## config.mk

```make
export PLATFORM = sky130hd
export DESIGN_NAME = an_sec_seq_decoder
export DESIGN_NICKNAME = d
export VERILOG_FILES = /design/src/rtl/an_sec_seq_decoder.sv
export SDC_FILE = /design/constraint.sdc
export NUM_CORES = 1
export LEC_CHECK = 0
export CAP_MARGIN = 10
export CORE_UTILIZATION = 62
export DETAILED_ROUTE_END_ITERATION = 6
export GPL_TIMING_DRIVEN = 0
export PLACE_DENSITY_LB_ADDON = 0.05
export SLEW_MARGIN = 5
export SYNTH_ARGS = -nofsm -noshare
export SYNTH_HDL_FRONTEND = slang
export SYNTH_SLANG_ARGS = --single-unit
```

## constraint.sdc

```tcl
create_clock -name clk -period 6.7 [get_ports clk]
set_input_delay 0.67 -clock clk [delete_from_list [all_inputs] [get_ports clk]]
set_output_delay 0.67 -clock clk [all_outputs]
set_load 0.05 [all_outputs]
```

## src/rtl/an_sec_seq_decoder.sv

```systemverilog
// Sequential single-error-correcting AN-code decoder: one shared restoring divider finds
// the syndrome R = W mod A, then the quotient of the corrected word.
// Optional macro AN_SEC_FASTPATH_EN: a zero syndrome skips the second division.
`timescale 1ns/1ps

module an_sec_seq_decoder #(
  parameter int unsigned A       = 18613,
  parameter int          W_WIDTH = 45,
  parameter int          N_WIDTH = 30,
  parameter int          R_WIDTH = 15
) (
  input  logic               clk,
  input  logic               rst,
  input  logic               in_valid,
  output logic               in_ready,
  input  logic [W_WIDTH-1:0] in_w,
  output logic               out_valid,
  input  logic               out_ready,
  output logic [N_WIDTH-1:0] out_n,
  output logic               out_corrected,
  output logic               out_uncorrectable
);

  // One spare dividend bit so that W + 2^i never overflows.
  localparam int DW = W_WIDTH + 1;
  localparam int CW = $clog2(DW);
  localparam int IW = $clog2(W_WIDTH);
  localparam logic [CW-1:0]      LAST_STEP = CW'(DW - 1);
  localparam logic [R_WIDTH-1:0] A_R       = R_WIDTH'(A);

  typedef logic [W_WIDTH-1:0][R_WIDTH-1:0] syn_t;

  // Residues of +2^i (neg = 0) or -2^i (neg = 1), built from A at elaboration.
  function automatic syn_t build_syn(input bit neg);
    syn_t        t;
    int unsigned p;
    t = '0;
    p = 1 % A;
    for (int i = 0; i < W_WIDTH; i++) begin
      t[i] = R_WIDTH'(neg ? A - p : p);
      p    = (p * 2) % A;
    end
    return t;
  endfunction

  localparam syn_t SYN_POS = build_syn(1'b0);
  localparam syn_t SYN_NEG = build_syn(1'b1);

  typedef enum logic [2:0] {IDLE, DIV1, LOOKUP, DIV2, DONE} state_t;

  state_t             state, state_nx;
  logic [CW-1:0]      cnt;
  logic [R_WIDTH-1:0] rem;
  logic [DW-1:0]      dq;      // dividend shifts out the top, quotient bits shift in the bottom
  logic [DW-1:0]      w_reg;
  logic               corr_reg, unc_reg;

  // Divider step
  logic [R_WIDTH:0]   rem_sh;
  logic               step_ge;
  logic [R_WIDTH-1:0] rem_sub, rem_nx;
  logic [DW-1:0]      dq_nx;

  assign rem_sh  = {rem, dq[DW-1]};
  assign step_ge = rem_sh >= {1'b0, A_R};
  // The true difference is below A, so the modulo-2^R_WIDTH subtraction is exact.
  assign rem_sub = rem_sh[R_WIDTH-1:0] - A_R;
  assign rem_nx  = step_ge ? rem_sub : rem_sh[R_WIDTH-1:0];
  assign dq_nx   = {dq[DW-2:0], step_ge};

  // Syndrome lookup; table entries are distinct and non-zero, so at most one hits.
  logic          hit_pos, hit_neg, is_zero, uncorr;
  logic [IW-1:0] hit_idx;
  logic [DW-1:0] delta_mag, wc;

  // NOTE: every variable written in always_comb gets a default first, otherwise a latch is inferred.
  always_comb begin
    hit_pos = 1'b0;
    hit_neg = 1'b0;
    hit_idx = '0;
    for (int i = 0; i < W_WIDTH; i++) begin
      if (rem == SYN_POS[i]) begin
        hit_pos = 1'b1;
        hit_idx = IW'(i);
      end
      if (rem == SYN_NEG[i]) begin
        hit_neg = 1'b1;
        hit_idx = IW'(i);
      end
    end
  end

  assign is_zero   = (rem == '0);
  assign uncorr    = !is_zero && !hit_pos && !hit_neg;
  assign delta_mag = DW'(1) << hit_idx;
  assign wc        = hit_pos ? w_reg - delta_mag :
                     hit_neg ? w_reg + delta_mag : w_reg;

  assign in_ready = (state == IDLE);

  // NOTE: sequential state uses non-blocking assignments so every register samples pre-edge values.
  always_ff @(posedge clk or posedge rst) begin
    if (rst) state <= IDLE;
    else     state <= state_nx;
  end

  always_comb begin
    state_nx = state;
    unique case (state)
      IDLE:   if (in_valid) state_nx = DIV1;
      DIV1:   if (cnt == LAST_STEP) state_nx = LOOKUP;
`ifdef AN_SEC_FASTPATH_EN
      LOOKUP: state_nx = is_zero ? DONE : DIV2;
`else
      LOOKUP: state_nx = DIV2;
`endif
      DIV2:   if (cnt == LAST_STEP) state_nx = DONE;
      DONE:   if (out_ready) state_nx = IDLE;
      default: state_nx = IDLE;
    endcase
  end

  always_ff @(posedge clk or posedge rst) begin
    if (rst) begin
      cnt               <= '0;
      rem               <= '0;
      dq                <= '0;
      w_reg             <= '0;
      corr_reg          <= 1'b0;
      unc_reg           <= 1'b0;
      out_valid         <= 1'b0;
      out_n             <= '0;
      out_corrected     <= 1'b0;
      out_uncorrectable <= 1'b0;
    end else begin
      unique case (state)
        IDLE: begin
          if (in_valid) begin
            w_reg <= {1'b0, in_w};
            dq    <= {1'b0, in_w};
            rem   <= '0;
            cnt   <= '0;
          end
        end
        DIV1: begin
          rem <= rem_nx;
          dq  <= dq_nx;
          cnt <= cnt + 1'b1;
        end
        LOOKUP: begin
          corr_reg <= hit_pos | hit_neg;
          unc_reg  <= uncorr;
          dq       <= wc;
          rem      <= '0;
          cnt      <= '0;
`ifdef AN_SEC_FASTPATH_EN
          if (is_zero) begin
            out_n             <= dq[N_WIDTH-1:0];
            out_corrected     <= 1'b0;
            out_uncorrectable <= 1'b0;
            out_valid         <= 1'b1;
          end
`endif
        end
        DIV2: begin
          rem <= rem_nx;
          dq  <= dq_nx;
          cnt <= cnt + 1'b1;
          if (cnt == LAST_STEP) begin
            out_n             <= dq_nx[N_WIDTH-1:0];
            out_corrected     <= corr_reg;
            out_uncorrectable <= unc_reg;
            out_valid         <= 1'b1;
          end
        end
        DONE: begin
          if (out_ready) out_valid <= 1'b0;
        end
        default: ;
      endcase
    end
  end

endmodule
```

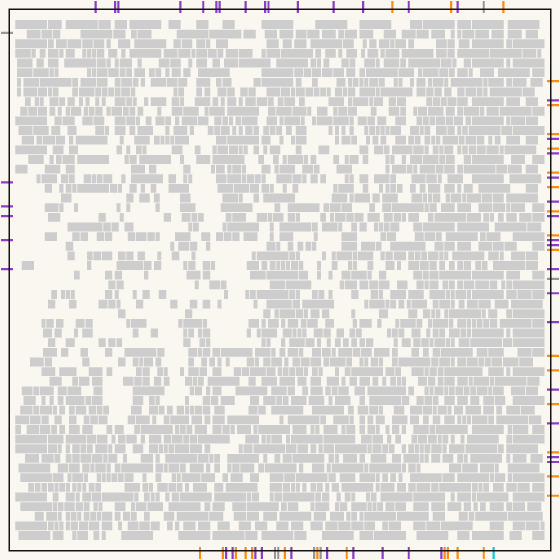
Fig. 1. Pin placement (run 1).
Pins as bars across the die edge, other pins in gray.
Key: `out_n` = orange [pins 30, direction output, edge 15 east, 12 south, 3 north]; `in_w` = purple [pins 45, direction input, edge 15 east, 15 north, 10 south, 5 west]; `rst` = cyan [pins 1, direction input, edge south]
IO Port Bufs: 82
die y size: 152 µm
Die Span X: 152 µm

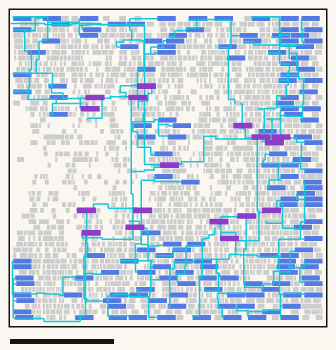
Fig. 2. Clock distribution (run 1).
Bar = 50 µm.
Key: clock wires = cyan [length 2500 µm]; flip-flops = blue [count 150]; cells driving clock nets = purple [count 17]
Position of the flops: widely spread.
Latency at later pin: 460 ps
clock network power: 0.00106 W
Clock power frac: 15.8%
clk_skew: 14.9 ps

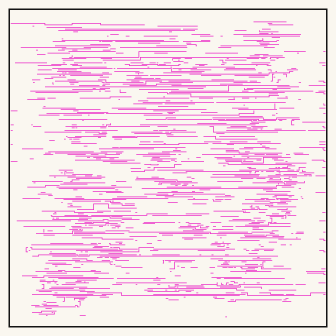
Fig. 3. Signal wires on met3 (run 1).
471 nets have wire on it. The wires run mostly horizontal.
grt met3 use: 15.3%
via count: 15973
Routed Wire Length: 59200 µm

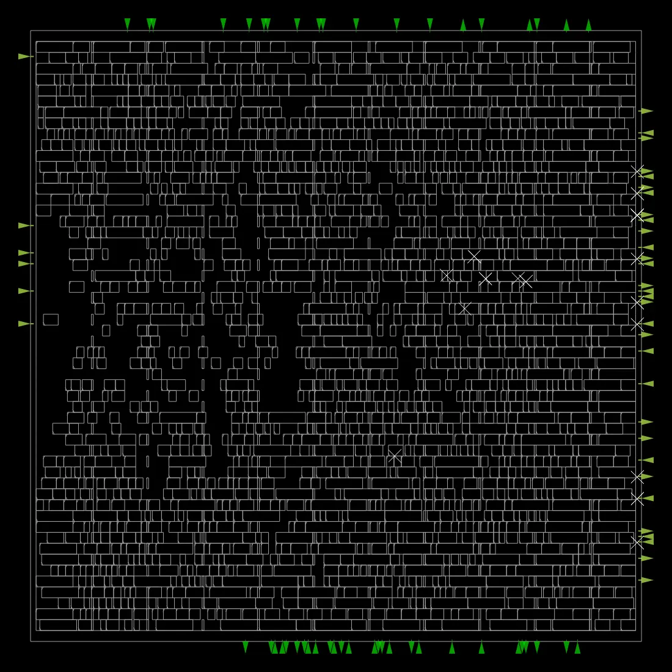
Fig. 4. Placed standard cells (run 1).
tap cells: 280
FILL cells: 1658

==> results_slide.txt, run 1 <==
Physical Implementation Snapshot

Run status
  – Status: finished, violations left
  – Failing checks: DRC, setup timing

Placed design
  – Post-Place Cells: 2077
  – Gpl congestion: 1.09
  – Post-DP HPWL: 43500 µm

Global route
  – Initial antenna violation count: 2
  – Vias in the first global route: 15383
  – Routing usage on met2: 76.1%
  – Met1 Use GR: 59.8%

Layout
  – Max reg flops: 46
  – Seq Cell Count: 150
  – Logic Gate Count: 1328
  – Final core occ: 72.3%
  – Biggest Area Class: logic gates
  – Finished Layout Cells: 2108
  – Multi-input combinational area share: 58.8%
  – Final net count: 1961
  – Register area: 0.00375 mm²

Clocking
  – Clock sinks: 150
  – Clk buf depth: 2
  – H-tree levels: 4
  – Resize count post-CTS: 4
  – TritonCTS clock tree: built
  – Clock transition at path regs: 70 ps
  – Setup Buffers After CTS: 0

Synth
  – Ys Warns: 0
  – Count leader, synth: nor2_1
  – # Cells Yosys: 1714
  – Post-Synth Simple-Gate Area: 20.7%
  – Cell Type Count: 86
  – Synth Seq Share: 26.8%
  – Logic family by area: AND-OR/OR-AND gates
  – Synth Area in Compound Gates: 26.1%
  – Mapped Nets: 1861
  – Top-area cell share: 26.8%
  – Count of library flops with an enable pin: 0
  – Yosys Chip Area: 0.0140 mm²
  – Syn avg cell area: 8.17 µm²
  – Post-Synthesis Cells: 1714

Setup path
  – Crit path buf inv count: 3
  – Reg2reg end: dq[44]
  – R2r setup slk: -20 ps
  – Most used cell, CP: nor2_1
  – CP Launch Type: register
  – Critical path depth in cells: 24
  – Worst EP required: 7090 ps
  – Critical Path Source: rem[11]
  – Worst endpoint data arrival time: 7110 ps
  – CP Capture Type: register
  – Critical R2R Launch: rem[11]
  – Worst r2r path cells: 24
  – CP Max Fanout: 10
  – CP max stage cell: nor4_1

Power and ir drop
  – Sw power: 0.00337 W
  – Pwr Total: 0.00672 W
  – Top power group: combinational cells
  – Combinational share of power: 59.1%
  – Reg power frac: 25.1%
  – Sw Share: 50.1%
  – Leakage: 6.60 nW
  – Worst VDD drop: 0.372 mV
  – Internal power: 0.00335 W
  – Seq power: 0.00169 W

Flow run
  – Log Warnings: 73

Route
  – Initial DRC count: 2380
  – Highest routed metal layer: met5
  – Wl on met1: 20500 µm
  – Vias per cell: 7.58
  – Drt first pass iters: 7
  – DRC: 30
  – WL/cell: 28.1 µm
  – DRT antenna net count: 0

STA
  – Final hold viol count: 0
  – RSZ-0062 raised after global routing: false
  – Fmax achieved: 0.149 GHz
  – Worst setup margin: -20.6 ps
  – # setup viols final: 1
  – Actual slew at the worst max-slew pin: 1370 ps
  – Max_slew headroom: 8.53%
--- run 2 (diff from run 1) ---
Settings changed: ABC_CLOCK_PERIOD_IN_PS from default to 6700.
==> run 2 against run 1 <==
The run still ends with DRC, setup timing left; routed wire length unchanged; non-clock buffer count stayed put; cell count unchanged; register-to-register slack about the same; sequential share of layout area is the same; combinational power barely moved; global-route usage unchanged; largest power group unchanged; clock-buffer cell count is the same; synthesized area stayed put; via count is the same.
==> results_slide.txt, run 2 <==
Physical Implementation Snapshot

STA
  – Worst setup margin: -20.6 ps
  – # setup viols final: 1
  – Final hold viol count: 0
  – RSZ-0062 raised after global routing: false

Setup path
  – Critical path depth in cells: 24
  – Worst EP required: 7090 ps
  – Most used cell, CP: nor2_1
  – Reg2reg end: dq[44]
  – Worst endpoint data arrival time: 7110 ps
  – CP Launch Type: register
  – Crit path buf inv count: 3
  – R2r setup slk: -20 ps
  – CP Capture Type: register

Clocking
  – Clock sinks: 150
  – H-tree levels: 4
  – Setup Buffers After CTS: 0
  – Clock transition at path regs: 70 ps
  – Resize count post-CTS: 4

Route
  – Routed Wire Length: 59200 µm
  – Vias per cell: 7.58
  – Via count: 15973
  – DRC: 30
  – WL/cell: 28.1 µm
  – Drt first pass iters: 7
  – DRT antenna net count: 0

Power and ir drop
  – Reg power frac: 25.1%
  – Pwr Total: 0.00672 W
  – Leakage: 6.60 nW
  – Top power group: combinational cells
  – Worst VDD drop: 0.372 mV
  – Clock power frac: 15.8%
  – Internal power: 0.00335 W
  – Sw Share: 50.1%
  – Seq power: 0.00169 W

Synth
  – Synth Area in Compound Gates: 26.1%
  – Cell Type Count: 86
  – Count leader, synth: nor2_1
  – Post-Synth Simple-Gate Area: 20.7%
  – Mapped Nets: 1861
  – Yosys Chip Area: 0.0140 mm²
  – Ys Warns: 0

Global route
  – Initial antenna violation count: 2
  – Vias in the first global route: 15383
  – Grt met3 use: 15.3%

Floorplanning
  – Die y size: 152 µm
  – Tap cells: 280

Run status
  – Failing checks: DRC, setup timing
  – Status: finished, violations left

Layout
  – Final net count: 1961
  – Multi-input combinational area share: 58.8%
  – Max reg flops: 46
  – FILL cells: 1658

Placed design
  – Post-DP HPWL: 43500 µm
  – IO Port Bufs: 82

Flow run
  – Log Warnings: 73
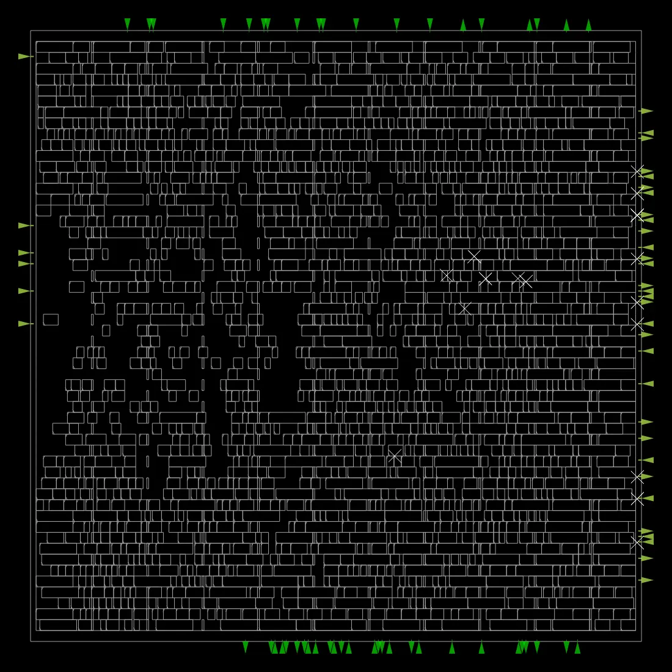
Fig. 5. Placed standard cells (run 2).
num rows: 54
Seq Cell Count: 150

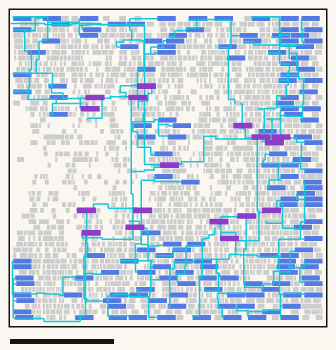
Fig. 6. Clock distribution (run 2).
Bar = 50 µm.
Key: clock wires = cyan [length 2500 µm]; cells driving clock nets = purple [count 17]; flip-flops = blue [count 150]
Position of the flops: widely spread.

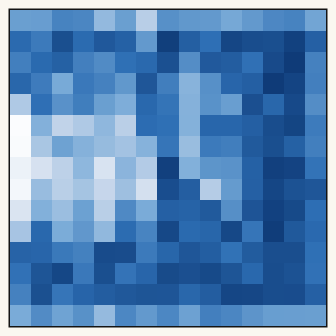
Fig. 7. Local utilization (run 2).
The die is cut into 15 by 15 equal tiles; white is low, dark blue is high, 0 to 100% covered.
The emptiest ninth of the die: west. The fullest tile reaches 96%. 44% of the tiles are over 75% full. The mean over all tiles is 67%. 0.40% of the tiles are nearly empty.
final core occ: 72.3%
area of the core: 0.0220 mm²
core utilization before placement: 63.8%

Power is estimated from default activity; no workload was simulated.
